--- config.mk ---
export PLATFORM = sky130hd
export DESIGN_NAME = mem_cycle_ctrl
export DESIGN_NICKNAME = d
export VERILOG_FILES = /design/src/rtl/mem_ctrl_pkg.sv /design/src/rtl/cfg_port_reg.sv /design/src/rtl/mem_cycle_ctrl.sv
export SDC_FILE = /design/constraint.sdc
export NUM_CORES = 1
export LEC_CHECK = 0
export CORE_ASPECT_RATIO = 1.25
export CORE_MARGIN = 1.5
export CORE_UTILIZATION = 40
export DETAILED_ROUTE_END_ITERATION = 10
export GPL_TIMING_DRIVEN = 0
export HOLD_SLACK_MARGIN = 0.1
export PLACE_DENSITY = 0.88
export SYNTH_ARGS = -nofsm -noshare
export SYNTH_HDL_FRONTEND = slang
export SYNTH_SLANG_ARGS = --single-unit
--- constraint.sdc ---
create_clock -name clock -period 2.34 [get_ports clock]
set_clock_uncertainty 0.2 [all_clocks]
set_input_delay 0.351 -clock clock [delete_from_list [all_inputs] [get_ports clock]]
set_output_delay 0.351 -clock clock [all_outputs]
set_load 0.01 [all_outputs]
--- src/rtl/mem_ctrl_pkg.sv ---
// ============================================================================
// Module      : mem_ctrl_pkg
// Description : Shared state encoding and default parameters for the Z80
//               memory-cycle controller.
// Revision    : 1.0 - initial release
// ============================================================================
`default_nettype none

package mem_ctrl_pkg;

    typedef enum logic [1:0] {
        ST_IDLE   = 2'd0,
        ST_WAIT   = 2'd1,
        ST_ACCESS = 2'd2,
        ST_HOLD   = 2'd3
    } state_t;

    localparam int          DEF_ROM_ADDR_BITS = 4;
    localparam int          DEF_ROM_WAIT      = 2;
    localparam int          DEF_RAM_WAIT      = 0;
    localparam logic [7:0]  DEF_CFG_PORT      = 8'hFE;

    // Counter must hold the larger wait count; keep at least one bit.
    function automatic int wait_cnt_width(input int rom_wait, input int ram_wait);
        int max_wait;
        max_wait = (rom_wait > ram_wait) ? rom_wait : ram_wait;
        return (max_wait > 0) ? $clog2(max_wait + 1) : 1;
    endfunction

endpackage

`default_nettype wire

--- src/rtl/cfg_port_reg.sv ---
// ============================================================================
// Module      : cfg_port_reg
// Description : I/O-mapped ROM-enable register, loaded once per I/O cycle.
// Revision    : 1.0 - initial release
// ============================================================================
`default_nettype none

module cfg_port_reg
    import mem_ctrl_pkg::*;
#(
    parameter logic [7:0] CFG_PORT = DEF_CFG_PORT
) (
    input  logic       clock,
    input  logic       n_reset,
    input  logic [7:0] port_addr,
    input  logic       n_iorq,
    input  logic       n_wr,
    input  logic       cfg_bit,
    output logic       rom_enabled
);

    logic r_armed;
    logic w_cfg_write;

    assign w_cfg_write = !n_iorq && !n_wr && (port_addr == CFG_PORT);

    // The arm flag blocks repeat loads while the same I/O cycle is held.
    always_ff @(posedge clock or negedge n_reset) begin
        if (!n_reset) begin
            rom_enabled <= 1'b1;
            r_armed     <= 1'b1;
        end else if (n_iorq) begin
            r_armed     <= 1'b1;
        end else if (r_armed && w_cfg_write) begin
            rom_enabled <= cfg_bit;
            r_armed     <= 1'b0;
        end
    end

endmodule

`default_nettype wire

--- src/rtl/mem_cycle_ctrl.sv ---
// ============================================================================
// Module      : mem_cycle_ctrl
// Description : Z80 memory-cycle controller: ROM/RAM decode, wait-state
//               insertion and single-cycle memory strobes.
// Revision    : 1.0 - initial release
// ============================================================================
`default_nettype none

module mem_cycle_ctrl
    import mem_ctrl_pkg::*;
#(
    parameter int         ROM_ADDR_BITS = DEF_ROM_ADDR_BITS,
    parameter int         ROM_WAIT      = DEF_ROM_WAIT,
    parameter int         RAM_WAIT      = DEF_RAM_WAIT,
    parameter logic [7:0] CFG_PORT      = DEF_CFG_PORT
) (
    input  logic        clock,
    input  logic        n_reset,
    input  logic [15:0] address,
    input  logic        n_mreq,
    input  logic        n_iorq,
    input  logic        n_rd,
    input  logic        n_wr,
    input  logic [7:0]  data_in,
    output logic        rom_cs,
    output logic        ram_cs,
    output logic        mem_rd_en,
    output logic        mem_wr_en,
    output logic        n_wait,
    output logic        rom_enabled
);

    localparam int               CNT_W      = wait_cnt_width(ROM_WAIT, RAM_WAIT);
    localparam logic [CNT_W-1:0] C_ROM_WAIT = CNT_W'(ROM_WAIT);
    localparam logic [CNT_W-1:0] C_RAM_WAIT = CNT_W'(RAM_WAIT);
    localparam logic [CNT_W-1:0] C_ONE      = CNT_W'(1);

    state_t           r_state;
    logic [CNT_W-1:0] r_wait_cnt;
    logic             r_is_read;

    logic             w_start;
    logic             w_in_rom;
    logic             w_sel_rom;
    logic [CNT_W-1:0] w_load_cnt;
    logic             w_abort;
    logic             w_unused_data;

    cfg_port_reg #(
        .CFG_PORT    (CFG_PORT)
    ) u_cfg_port_reg (
        .clock       (clock),
        .n_reset     (n_reset),
        .port_addr   (address[7:0]),
        .n_iorq      (n_iorq),
        .n_wr        (n_wr),
        .cfg_bit     (data_in[0]),
        .rom_enabled (rom_enabled)
    );

    assign w_unused_data = ^data_in[7:1];

    // Writes always land in RAM, so ROM-region writes shadow into RAM.
    assign w_start    = !n_mreq && (n_rd ^ n_wr);
    assign w_in_rom   = (address[15:ROM_ADDR_BITS] == '0);
    assign w_sel_rom  = !n_rd && w_in_rom && rom_enabled;
    assign w_load_cnt = w_sel_rom ? C_ROM_WAIT : C_RAM_WAIT;
    assign w_abort    = n_mreq && ((r_state == ST_WAIT) || (r_state == ST_ACCESS));

    always_ff @(posedge clock or negedge n_reset) begin
        if (!n_reset) begin
            r_state    <= ST_IDLE;
            r_wait_cnt <= '0;
            r_is_read  <= 1'b0;
            rom_cs     <= 1'b0;
            ram_cs     <= 1'b0;
            mem_rd_en  <= 1'b0;
            mem_wr_en  <= 1'b0;
            n_wait     <= 1'b1;
        end else if (w_abort) begin
            r_state    <= ST_IDLE;
            r_wait_cnt <= '0;
            rom_cs     <= 1'b0;
            ram_cs     <= 1'b0;
            mem_rd_en  <= 1'b0;
            mem_wr_en  <= 1'b0;
            n_wait     <= 1'b1;
        end else begin
            case (r_state)
                ST_IDLE: begin
                    if (w_start) begin
                        rom_cs    <= w_sel_rom;
                        ram_cs    <= !w_sel_rom;
                        r_is_read <= !n_rd;
                        if (w_load_cnt != '0) begin
                            r_wait_cnt <= w_load_cnt;
                            n_wait     <= 1'b0;
                            r_state    <= ST_WAIT;
                        end else begin
                            mem_rd_en  <= !n_rd;
                            mem_wr_en  <= !n_wr;
                            r_state    <= ST_ACCESS;
                        end
                    end
                end
                ST_WAIT: begin
                    // Strobe is set on the edge that ends the last wait cycle.
                    if (r_wait_cnt <= C_ONE) begin
                        r_wait_cnt <= '0;
                        n_wait     <= 1'b1;
                        mem_rd_en  <= r_is_read;
                        mem_wr_en  <= !r_is_read;
                        r_state    <= ST_ACCESS;
                    end else begin
                        r_wait_cnt <= r_wait_cnt - C_ONE;
                    end
                end
                ST_ACCESS: begin
                    mem_rd_en <= 1'b0;
                    mem_wr_en <= 1'b0;
                    r_state   <= ST_HOLD;
                end
                ST_HOLD: begin
                    if (n_mreq) begin
                        rom_cs  <= 1'b0;
                        ram_cs  <= 1'b0;
                        r_state <= ST_IDLE;
                    end
                end
                default: begin
                    r_state <= ST_IDLE;
                end
            endcase
        end
    end

endmodule

`default_nettype wire

**Placement by cell class**

Fill, decap, tap and diode cells in grey.
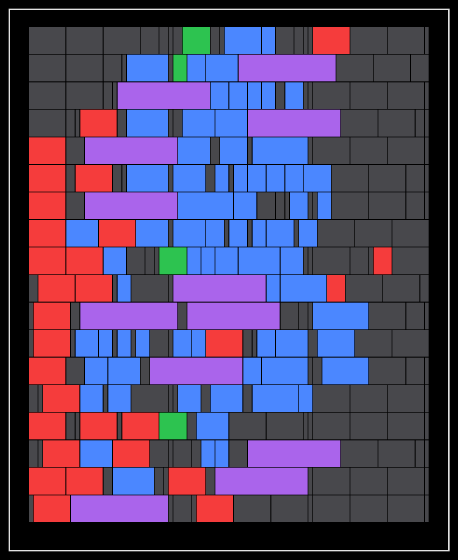
class	colour	cells	share of their area
clock drivers and dummy loads	green	4	2.4%
combinational and other logic	blue	71	45%
flops	purple	12	27%
other buffers and delay cells	red	29	25%

**Routed clock nets over the placement**

Bar = 10 µm.
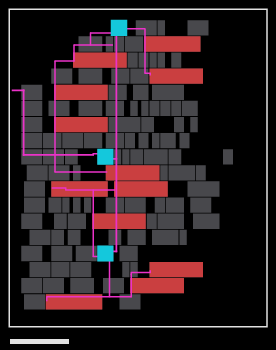
[clock wires] magenta | length: 181 µm
[clock drivers] cyan | count: 3
[flip-flops] red | count: 12
routed clock nets	4
clk pwr: 0.141 mW
fraction of power consumed by the clock network: 14.5%
Clock Latency Late Sink: 0.29 ns

==> changes_impl.md <==
### Changed

- Run status: complete, no violations
- Cell types occupying the most area after synthesis: sky130_fd_sc_hd__dfrtp_1, sky130_fd_sc_hd__dfstp_2, sky130_fd_sc_hd__ha_1
- Logic family by area: AND-OR/OR-AND gates
- Cell at the root of the clock tree: sky130_fd_sc_hd__clkbuf_4
- Timing endpoint of the critical path: mem_wr_en
- Pin count of the biggest net entering global routing: 13
- Number of I/O port buffers: 27
- FF-to-FF path depth: 5
- Synth Seq Share: 37.5%
- I/O pin count: 36
- Final Wtd Congestion: 0.841
- Slowest Stage Delay on Critical Path: 0.42 ns
- Post-synthesis compound-gate area fraction: 23.3%
- Clock tree buffer count of the final layout: 4
- Via count of the first global-routing pass: 771
- Data required time at the worst endpoint: 2.32 ns
- Most frequent cells in the layout: sky130_fd_sc_hd__clkdlybuf4s50_1, sky130_fd_sc_hd__dfrtp_1, sky130_fd_sc_hd__inv_1
- Largest registers: r_state: 2 flops, r_wait_cnt: 2 flops
- Sinks on Clock Net: 12
- Power, Total: 0.973 mW
- Die width: 43.3 µm
- Count of library flops with an enable pin: 0
- Combinational cell power: 0.544 mW
- Transition time at the pin with the least slew margin: 0.544 ns
- Fmax: 0.456 GHz
- Resized Gates After CTS: 0
- Total number of H-tree levels: 1
- Standard cell with the maximum stage delay on the critical path: sky130_fd_sc_hd__ha_2
- Met1 Resource Use GR: 20.9%
- Yosys cell count: 86
- Routed metal-1 wire length: 771 µm
- Die height: 53.3 µm
- Number of nets at floorplan: 121
- Yosys top cell by area: sky130_fd_sc_hd__dfrtp_1
- Sort of element at the end of the critical path: register
- Yosys xor share: 2.16%
- Clock tree from TritonCTS: done
- Global router's overall resource usage: 19.4%
- Power dissipated by switching net loads: 0.396 mW
- FFs w/ async S/R, synth: 100%
- Power of the sequential group: 0.289 mW
- Clock buffer and inverter area fraction after layout: 2.31%
- Highest ir drop seen on vdd: 0.398 mV
- Ranking of synthesized cells by instance count: sky130_fd_sc_hd__dfrtp_1, sky130_fd_sc_hd__inv_1, sky130_fd_sc_hd__a21oi_1, sky130_fd_sc_hd__nand2_1
- Cell area power density: 856 mW/mm²
- Hold-fix buffers, CTS: 0
- Class of the most critical setup path: register to register
- Count of cell types in the netlist: 35
- Capture instance of the worst register-to-register path: mem_wr_en
- Fraction of layout instances using a drive strength above 1: 13.8%
- Total die size: 0.00231 mm²
- Leakage Power: 0.449 nW
- Tap cell count: 20
- Synthesis-to-finish area growth: 40.3%
- Count of unresolved DRC violations after routing: 0
- Final Max Slew Viols: 0
- Post-CTS Setup Bufs: 0
- Core Rows: 18
Power figures rest on the tool's default switching activity, not on a simulated workload.
